--- src/rtl/decode_pkg.sv ---
// Shared definitions for the ID/EX decode stage: control-bundle layout,
// instruction field offsets and the E pipeline register type.
package decode_pkg;

  localparam int DEF_XLEN       = 19;
  localparam int DEF_INSTR_W    = 17;
  localparam int DEF_PC_W       = 12;
  localparam int DEF_REG_ADDR_W = 4;
  localparam int DEF_NUM_REGS   = 16;
  localparam int DEF_CTRL_W     = 10;

  localparam int CTRL_REGWRITE     = 0;
  localparam int CTRL_MEMWRITE     = 1;
  localparam int CTRL_JUMP         = 2;
  localparam int CTRL_BRANCH       = 3;
  localparam int CTRL_ALUSRC       = 4;
  localparam int CTRL_RESULTSRC_LO = 5;
  localparam int CTRL_RESULTSRC_HI = 6;
  localparam int CTRL_ALUCTRL_LO   = 7;
  localparam int CTRL_ALUCTRL_HI   = 9;

  typedef enum logic [1:0] {
    RESULTSRC_ALU = 2'b00,
    RESULTSRC_MEM = 2'b01,
    RESULTSRC_PC1 = 2'b10
  } resultSrcT;

  localparam int OPCODE_LO = 0;
  localparam int OPCODE_HI = 4;
  localparam int RD_LO     = 5;
  localparam int RD_HI     = 8;
  localparam int RS1_LO    = 9;
  localparam int RS1_HI    = 12;
  localparam int RS2_LO    = 13;
  localparam int RS2_HI    = 16;

  // An all-zero value of this struct is exactly a pipeline bubble.
  typedef struct packed {
    logic                      valid;
    logic [DEF_CTRL_W-1:0]     ctrl;
    logic [DEF_XLEN-1:0]       rd1;
    logic [DEF_XLEN-1:0]       rd2;
    logic [DEF_XLEN-1:0]       imm;
    logic [DEF_PC_W-1:0]       pc;
    logic [DEF_PC_W-1:0]       pcPlus1;
    logic [DEF_REG_ADDR_W-1:0] rd;
    logic [DEF_REG_ADDR_W-1:0] rs1;
    logic [DEF_REG_ADDR_W-1:0] rs2;
  } eRegT;

  function automatic logic isLoad(input logic [DEF_CTRL_W-1:0] ctrl);
    return resultSrcT'(ctrl[CTRL_RESULTSRC_HI:CTRL_RESULTSRC_LO]) == RESULTSRC_MEM;
  endfunction

endpackage

--- src/rtl/decode_regfile.sv ---
// Architectural register file: two combinational read ports with
// write-through bypass from WB, one write port, R0 hardwired to zero.
module decode_regfile
  import decode_pkg::*;
#(
  parameter int XLEN       = DEF_XLEN,
  parameter int NUM_REGS   = DEF_NUM_REGS,
  parameter int REG_ADDR_W = DEF_REG_ADDR_W
) (
  input  logic                  clk,
  input  logic                  reset,
  input  logic                  we,
  input  logic [REG_ADDR_W-1:0] wa,
  input  logic [XLEN-1:0]       wd,
  input  logic [REG_ADDR_W-1:0] ra1,
  input  logic [REG_ADDR_W-1:0] ra2,
  output logic [XLEN-1:0]       rd1,
  output logic [XLEN-1:0]       rd2
);

  logic [XLEN-1:0] regs [NUM_REGS];

  // Writes to R0 are dropped so that entry never leaves its reset value.
  always_ff @(posedge clk or negedge reset) begin
    if (!reset) begin
      for (int i = 0; i < NUM_REGS; i++) regs[i] <= '0;
    end else if (we && wa != '0 && 32'(wa) < NUM_REGS) begin
      regs[wa] <= wd;
    end
  end

  always_comb begin
    rd1 = '0;
    if (ra1 != '0) begin
      if (we && wa == ra1)            rd1 = wd;
      else if (32'(ra1) < NUM_REGS)   rd1 = regs[ra1];
    end
  end

  always_comb begin
    rd2 = '0;
    if (ra2 != '0) begin
      if (we && wa == ra2)            rd2 = wd;
      else if (32'(ra2) < NUM_REGS)   rd2 = regs[ra2];
    end
  end

endmodule

--- src/rtl/decode_stage_pipe.sv ---
// ID/EX stage: register file read, load-use/stall/flush control and the E register.
// Optional DECODE_PERF_CNT_EN adds saturating stall and bubble counters.
module decode_stage_pipe
  import decode_pkg::*;
#(
  parameter int XLEN       = DEF_XLEN,
  parameter int INSTR_W    = DEF_INSTR_W,
  parameter int PC_W       = DEF_PC_W,
  parameter int REG_ADDR_W = DEF_REG_ADDR_W,
  parameter int NUM_REGS   = DEF_NUM_REGS,
  parameter int CTRL_W     = DEF_CTRL_W
) (
  input  logic                  clk,
  input  logic                  reset,
  input  logic [INSTR_W-1:0]    instr_d,
  input  logic                  valid_d,
  input  logic [PC_W-1:0]       pc_d,
  input  logic [PC_W-1:0]       pc_plus1_d,
  input  logic [CTRL_W-1:0]     ctrl_d,
  input  logic [XLEN-1:0]       imm_d,
  input  logic                  reg_write_w,
  input  logic [REG_ADDR_W-1:0] rd_w,
  input  logic [XLEN-1:0]       result_w,
  input  logic                  stall_ext_i,
  input  logic                  flush_e_i,
  output logic [CTRL_W-1:0]     ctrl_e,
  output logic [XLEN-1:0]       rd1_e,
  output logic [XLEN-1:0]       rd2_e,
  output logic [XLEN-1:0]       imm_e,
  output logic [PC_W-1:0]       pc_e,
  output logic [PC_W-1:0]       pc_plus1_e,
  output logic [REG_ADDR_W-1:0] rd_e,
  output logic [REG_ADDR_W-1:0] rs1_e,
  output logic [REG_ADDR_W-1:0] rs2_e,
  output logic                  valid_e,
  output logic [REG_ADDR_W-1:0] rs1_d,
  output logic [REG_ADDR_W-1:0] rs2_d,
  output logic                  stall_d_o
`ifdef DECODE_PERF_CNT_EN
  ,
  output logic [31:0]           stall_cnt_o,
  output logic [31:0]           bubble_cnt_o
`endif
);

  logic [REG_ADDR_W-1:0] rdD;
  logic [XLEN-1:0]       rfRd1;
  logic [XLEN-1:0]       rfRd2;
  logic                  loadUse;
  logic                  bubbleLoad;
  logic                  unusedOpcode;
  eRegT                  eReg;
  eRegT                  heldE;
  eRegT                  loadedE;

  assign rdD          = instr_d[RD_HI:RD_LO];
  assign rs1_d        = instr_d[RS1_HI:RS1_LO];
  assign rs2_d        = instr_d[RS2_HI:RS2_LO];
  assign unusedOpcode = ^instr_d[OPCODE_HI:OPCODE_LO];

  decode_regfile #(
    .XLEN       (XLEN),
    .NUM_REGS   (NUM_REGS),
    .REG_ADDR_W (REG_ADDR_W)
  ) regFile (
    .clk   (clk),
    .reset (reset),
    .we    (reg_write_w),
    .wa    (rd_w),
    .wd    (result_w),
    .ra1   (rs1_d),
    .ra2   (rs2_d),
    .rd1   (rfRd1),
    .rd2   (rfRd2)
  );

  // A load in E whose destination feeds D cannot be forwarded in time.
  assign loadUse = eReg.valid && isLoad(eReg.ctrl) && eReg.rd != '0 && valid_d
                   && (eReg.rd == rs1_d || eReg.rd == rs2_d);

  assign stall_d_o  = (loadUse | stall_ext_i) & ~flush_e_i;
  assign bubbleLoad = flush_e_i | (~stall_ext_i & (loadUse | ~valid_d));

  // Held operands track WB writes so a long hold never leaves them stale.
  always_comb begin
    heldE = eReg;
    if (reg_write_w && rd_w != '0 && rd_w == eReg.rs1) heldE.rd1 = result_w;
    if (reg_write_w && rd_w != '0 && rd_w == eReg.rs2) heldE.rd2 = result_w;
  end

  always_comb begin
    loadedE         = '0;
    loadedE.valid   = 1'b1;
    loadedE.ctrl    = ctrl_d;
    loadedE.rd1     = rfRd1;
    loadedE.rd2     = rfRd2;
    loadedE.imm     = imm_d;
    loadedE.pc      = pc_d;
    loadedE.pcPlus1 = pc_plus1_d;
    loadedE.rd      = rdD;
    loadedE.rs1     = rs1_d;
    loadedE.rs2     = rs2_d;
  end

  // Priority: flush, then external stall, then bubble on hazard/empty D.
  always_ff @(posedge clk or negedge reset) begin
    if (!reset)                     eReg <= '0;
    else if (flush_e_i)             eReg <= '0;
    else if (stall_ext_i)           eReg <= heldE;
    else if (loadUse || !valid_d)   eReg <= '0;
    else                            eReg <= loadedE;
  end

  assign valid_e    = eReg.valid;
  assign ctrl_e     = eReg.ctrl;
  assign rd1_e      = eReg.rd1;
  assign rd2_e      = eReg.rd2;
  assign imm_e      = eReg.imm;
  assign pc_e       = eReg.pc;
  assign pc_plus1_e = eReg.pcPlus1;
  assign rd_e       = eReg.rd;
  assign rs1_e      = eReg.rs1;
  assign rs2_e      = eReg.rs2;

`ifdef DECODE_PERF_CNT_EN
  logic [31:0] stallCnt;
  logic [31:0] bubbleCnt;

  // Both counters stick at all-ones rather than wrapping.
  always_ff @(posedge clk or negedge reset) begin
    if (!reset) begin
      stallCnt  <= '0;
      bubbleCnt <= '0;
    end else begin
      if (loadUse && stallCnt != '1)      stallCnt  <= stallCnt + 32'd1;
      if (bubbleLoad && bubbleCnt != '1)  bubbleCnt <= bubbleCnt + 32'd1;
    end
  end

  assign stall_cnt_o  = stallCnt;
  assign bubble_cnt_o = bubbleCnt;
`else
  logic unusedBubble;
  assign unusedBubble = bubbleLoad;
`endif

endmodule

--- config.mk ---
export PLATFORM = sky130hd
export DESIGN_NAME = decode_stage_pipe
export DESIGN_NICKNAME = d
export VERILOG_FILES = /design/src/rtl/decode_pkg.sv /design/src/rtl/decode_regfile.sv /design/src/rtl/decode_stage_pipe.sv
export SDC_FILE = /design/constraint.sdc
export NUM_CORES = 1
export LEC_CHECK = 0
export CAP_MARGIN = 20
export CELL_PAD_IN_SITES_DETAIL_PLACEMENT = 1
export CELL_PAD_IN_SITES_GLOBAL_PLACEMENT = 2
export CORE_UTILIZATION = 40
export CTS_CLUSTER_DIAMETER = 40
export DETAILED_ROUTE_END_ITERATION = 6
export GPL_TIMING_DRIVEN = 0
export MAX_ROUTING_LAYER = met4
export PLACE_DENSITY = 0.91
export SYNTH_ARGS = -nofsm -noshare
export SYNTH_HDL_FRONTEND = slang
export SYNTH_HIERARCHICAL = 1
export SYNTH_SLANG_ARGS = --single-unit
--- constraint.sdc ---
create_clock -name clk -period 2.05 [get_ports clk]
set_input_delay 0.3075 -clock clk [delete_from_list [all_inputs] [get_ports clk]]
set_output_delay 0.3075 -clock clk [all_outputs]
set_load 0.03 [all_outputs]
==> results.tsv, run 1 <==
metric	value	unit
cp_slowest_stage_delay	440	ps
die-width	234.7	um
fin_worst_skew	25.70	ps
nFlopsAndLatches	408	
num-nets-final	2100	
regArea	0.01021	mm2
p_sw_share	28.97	%
fp_nets	1808	
outcome	finished, violations left	
ys_types	52	
setup_tns	-310.8	ps
finalSetupViolCount	1	
rows	84	
cts.repair.resized	203	
clk-power	12.0	mW
pwr-share-seq	37.6	%
sh_seq_area	36.46	%
fin_crit_sh	115.2	%
syn_area	0.02166	mm2
cts_setup_buffers	13	
largest_class	logic gates	
fill_cells	5250	
syn2layout_area_growth	29.34	%
hold_viol_final	61	
grt_pass1_vias	18870	
rsz0062_at_grt	yes	
routed_via_density	6.422	
power.total	28.40	mW
r2r_start	rs1_e[1]$_DFFE_PN0P_	
clk_latency	610	ps
r2r-end	rd1_e[10]$_DFFE_PN0P_	
antenna_found_initial	3	
wl_met2	39170	um
clockPowerShare	42.3	%
critPathKind	flip-flop to primary output	
slowest_stage	dfrtp_2	
h-tree-depth	3	
postSynthSeqShare	47.13	%
area_leaders	dfrtp_1, mux2_2, mux4_2	
logic_family	multiplexers	
grtUsageMet2	47.23	%
diodes	3	
ys_cells	1709	
log.warning_count	37	
path_buffers	1	
dp.cells	2605	
nNonClkBuffers	421	
buffer_area_share	12.77	%
finalMaxSlewViolations	0	
maxPowerGroup	the clock network	
power_density	1014	mW/mm2
required	1740	ps
endpoint	stall_d_o	
post_synth_xor_area_fraction	0.9704	%
hold_slack	-340.7	ps
fin_ws	-310.8	ps
violations	negative hold slack, negative setup slack	
clockRootBuffer	clkbuf_16	
p_int	20.17	mW
critPathTopFamily	flip-flops	
top_cell_area_share	47.13	%
hp-class	input pin to asynchronous set/reset pin	
reg2regPathDepth	6	
met1_usage	38.46	%
netlist_instances	1709	
clock_path_buffers	3	
startpoint_type	flip-flop	
netSwitchingPower	8.226	mW
clkCellAreaFrac	8.624	%
num_vias	17620	
synthFlopType	dfrtp_1	
drc	0	
core_region_area	0.05308	mm2
ys_sh_simple	4.742	%
dp_hpwl	55200	um
adder_share	0	%
wl	81360	um
dpl_worst_slack	-1719	ps
synthTopCellsByCount	dfrtp_1, mux2_2, mux2i_1	
post-route-util	52.78	%
synth_warnings	6	
ant_nets	0	
fp_util	40.81	%
synth-edff-count	0	
drive_gt1_share	36.39	%
path_cells	xnor2_2, nand4_1, a211oi_2, nor2_1, nor2_1, buf_4	
tightestPinTransition	987.2	ps
final_area	0.02802	mm2
wl_met1	32810	um
clock-sinks	408	
vdd_drop_max	0.7959	mV
routedWlPerCell	29.65	um
path_clk_slew	40	ps
grt_max_degree	105	
grt-busiest-layer	met2	
yosys_area	0.02166	mm2
synth_flops	408	
portBuffers	204	
grt.total_usage	30.38	%
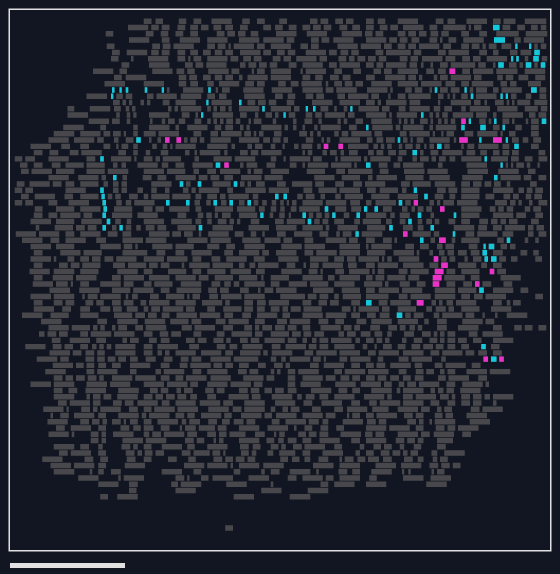
Run 1: logic cells by family
Bar = 50 um.
Key: nand cells = cyan [cells 103]; and/or cells = magenta [cells 23]
Non-Filler Instances: 2744
most frequent logic cell in the layout: dfrtp_1
multi-input combinational area share: 38.71%

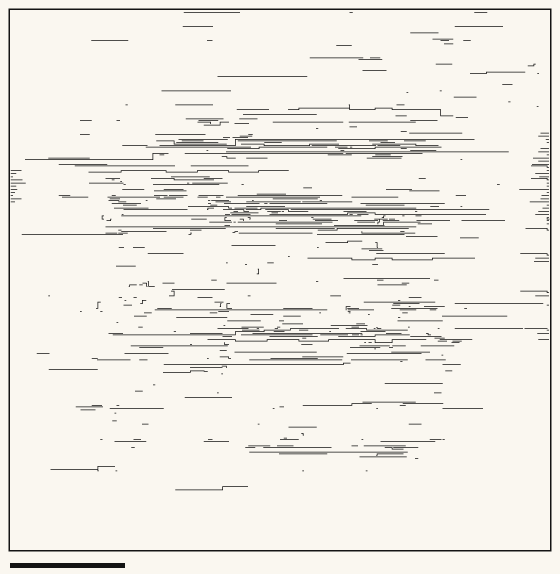
Run 1: metal 3
Bar = 50 um.
The layer carries 6120 um of wire. The longest straight run is 135 um. 308 nets have wire on it.

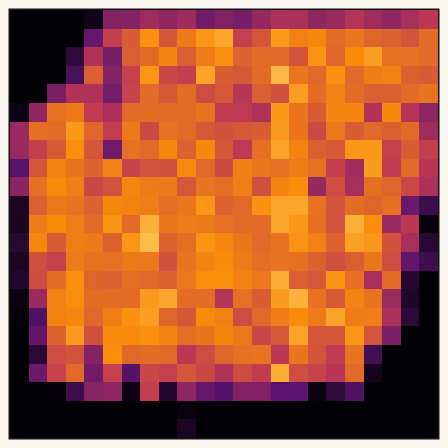
Run 1: cell area per tile
The die is cut into 23 by 23 equal tiles; black is low, pale yellow is high, 0 to 100% covered.
10% of the tiles are over 75% full. The emptiest ninth of the die: lower right. The densest ninth of the die: centre. The mean over all tiles is 49%. The fullest tile reaches 85%. 16% of the tiles are nearly empty.

==> run 1 -> run 2 <==
--- a/config.mk
+++ b/config.mk
@@ -8,6 +8,7 @@
 export CAP_MARGIN = 20
 export CELL_PAD_IN_SITES_DETAIL_PLACEMENT = 1
 export CELL_PAD_IN_SITES_GLOBAL_PLACEMENT = 2
+export CORE_MARGIN = 1
 export CORE_UTILIZATION = 40
 export CTS_CLUSTER_DIAMETER = 40
 export DETAILED_ROUTE_END_ITERATION = 6
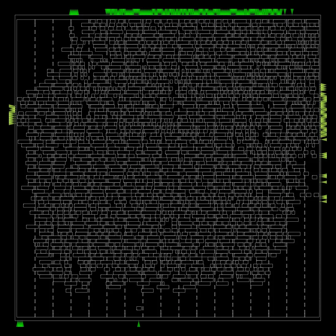
Run 2: placement view
Placement Rows: 84
sequential cells: 408
Tapcells: 688
Finished Core Util: 52.78%
fraction of area in registers: 36.46%

==> results.tsv, run 2 <==
metric	value	unit	change
outcome	finished, violations left		
violations	negative hold slack, negative setup slack		
cp_slowest_stage_delay	440	ps	about the same
dpl_worst_slack	-1719	ps	unchanged
end_kind	primary output		
netSwitchingPower	8.226	mW	unchanged
crit_path_start	rd_e[3]$_DFFE_PN0P_		
inverters	25		
post_layout_nonfiller_instances	2744		unchanged
dieArea	0.05509	mm2	
grtUsageMet2	47.23	%	unchanged
num_vias	17620		unchanged
nNonClkBuffers	421		unchanged
grt-busiest-layer	met2		
clk_latency	610	ps	about the same
avgSynthCellArea	12.67	um2	
dp.cells	2605		unchanged
synthFlopType	dfrtp_1		
log.warning_count	37		unchanged
postSynthSeqShare	47.13	%	unchanged
diodes	3		unchanged
tightestPinTransition	987.2	ps	unchanged
combPwrFrac	20.1	%	
drc	0		unchanged
cp.depth	6		
drive_gt1_share	36.39	%	unchanged
final_area	0.02802	mm2	unchanged
adder_share	0	%	unchanged
grt_use_met3	6.826	%	
ys_sh_simple	4.742	%	unchanged
synth_warnings	6		unchanged
synth-edff-count	0		unchanged
largest_class	logic gates		
path_cells	xnor2_2, nand4_1, a211oi_2, nor2_1, nor2_1, buf_4		
routed_via_density	6.422		unchanged
required	1740	ps	about the same
maxCapViolCount	0		
num-nets-final	2100		unchanged
rrSetupSlack	30	ps	
hold_viol_final	61		unchanged
grt_max_degree	105		unchanged
synthTopCellsByCount	dfrtp_1, mux2_2, mux2i_1		
clock-sinks	408		unchanged
path_clk_slew	40	ps	about the same
top_cell_area_share	47.13	%	unchanged
yosys_area	0.02166	mm2	unchanged
post_synth_xor_area_fraction	0.9704	%	unchanged
r2r-end	rd1_e[10]$_DFFE_PN0P_		
hp-class	input pin to asynchronous set/reset pin		
fill_cells	5250		unchanged
fin_worst_skew	25.70	ps	unchanged
routedWlPerCell	29.65	um	unchanged
place_congestion	0.9119		
leakagePower	11.69	nW	
finalMaxSlewViolations	0		unchanged
lay_top_count	dfrtp_1		
wl_met2	39170	um	unchanged
wl_met1	32810	um	unchanged
maxPowerGroup	the clock network		
h-tree-depth	3		unchanged
netlist_instances	1709		unchanged
fp_nets	1808		unchanged
comb_area_share	38.71	%	unchanged
ys_cells	1709		unchanged
pwr-share-seq	37.6	%	about the same
area_leaders	dfrtp_1, mux2_2, mux4_2		
startpoint_type	flip-flop		
cts_setup_buffers	13		unchanged
syn2layout_area_growth	29.34	%	unchanged
fin_ws	-310.8	ps	unchanged
setup_tns	-310.8	ps	unchanged
cts.repair.resized	203		unchanged
clkCellAreaFrac	8.624	%	unchanged
largest_register_ffs	304		
clockPowerShare	42.3	%	about the same
grt.total_usage	30.38	%	unchanged
synth_top_cell_by_area	dfrtp_1		
fin_crit_sh	115.2	%	unchanged
antenna_found_initial	3		unchanged
regArea	0.01021	mm2	unchanged
syn_area	0.02166	mm2	unchanged
power.total	28.40	mW	unchanged
met1_usage	38.46	%	unchanged
cp_common_cell	nor2_1		
clockRootBuffer	clkbuf_16		
endpoint	stall_d_o		
clk-power	12.0	mW	about the same
drt_iter0_markers	1619		
clock_path_buffers	3		unchanged
critPathKind	flip-flop to primary output		
logic_family	multiplexers		
synth_flops	408		unchanged
path_buffers	1		unchanged
p_int	20.17	mW	unchanged
ys_types	52		unchanged
fmax	423.6	MHz	
nMultiInputCombCells	1074		
power_density	1014	mW/mm2	unchanged
vdd_drop_max	0.7959	mV	unchanged
die_y	234.7	um	
wl_met3	6119	um	
finalSetupViolCount	1		unchanged
wl	81360	um	unchanged
critPathTopFamily	flip-flops		
r2r_start	rs1_e[1]$_DFFE_PN0P_		
dp_hpwl	55200	um	unchanged
portBuffers	204		unchanged
grt_pass1_vias	18870		unchanged
buffer_area_share	12.77	%	unchanged
logic_area	0.01085	mm2	
slowest_stage	dfrtp_2		
die-width	234.7	um	unchanged
ant_nets	0		unchanged
rsz0062_at_grt	yes		
top_register	regFile/regs		
p_sw_share	28.97	%	unchanged
reg2regPathDepth	6		unchanged
hold_slack	-340.7	ps	unchanged
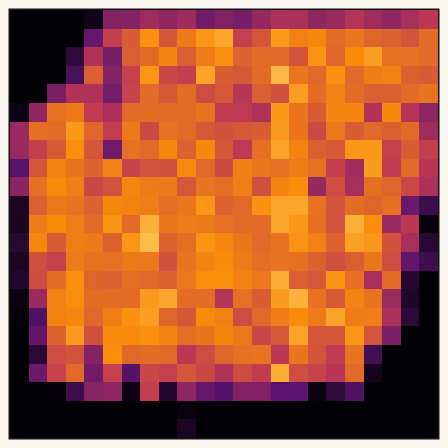
Run 2: cell area per tile
The die is cut into 23 by 23 equal tiles; black is low, pale yellow is high, 0 to 100% covered.
The densest ninth of the die: centre. The emptiest ninth of the die: lower right. The mean over all tiles is 49%. 10% of the tiles are over 75% full. The fullest tile reaches 85%.
core footprint: 0.05308 mm2
fp util: 40.81%

No activity file was given, so power comes from the tool's default toggle rates.
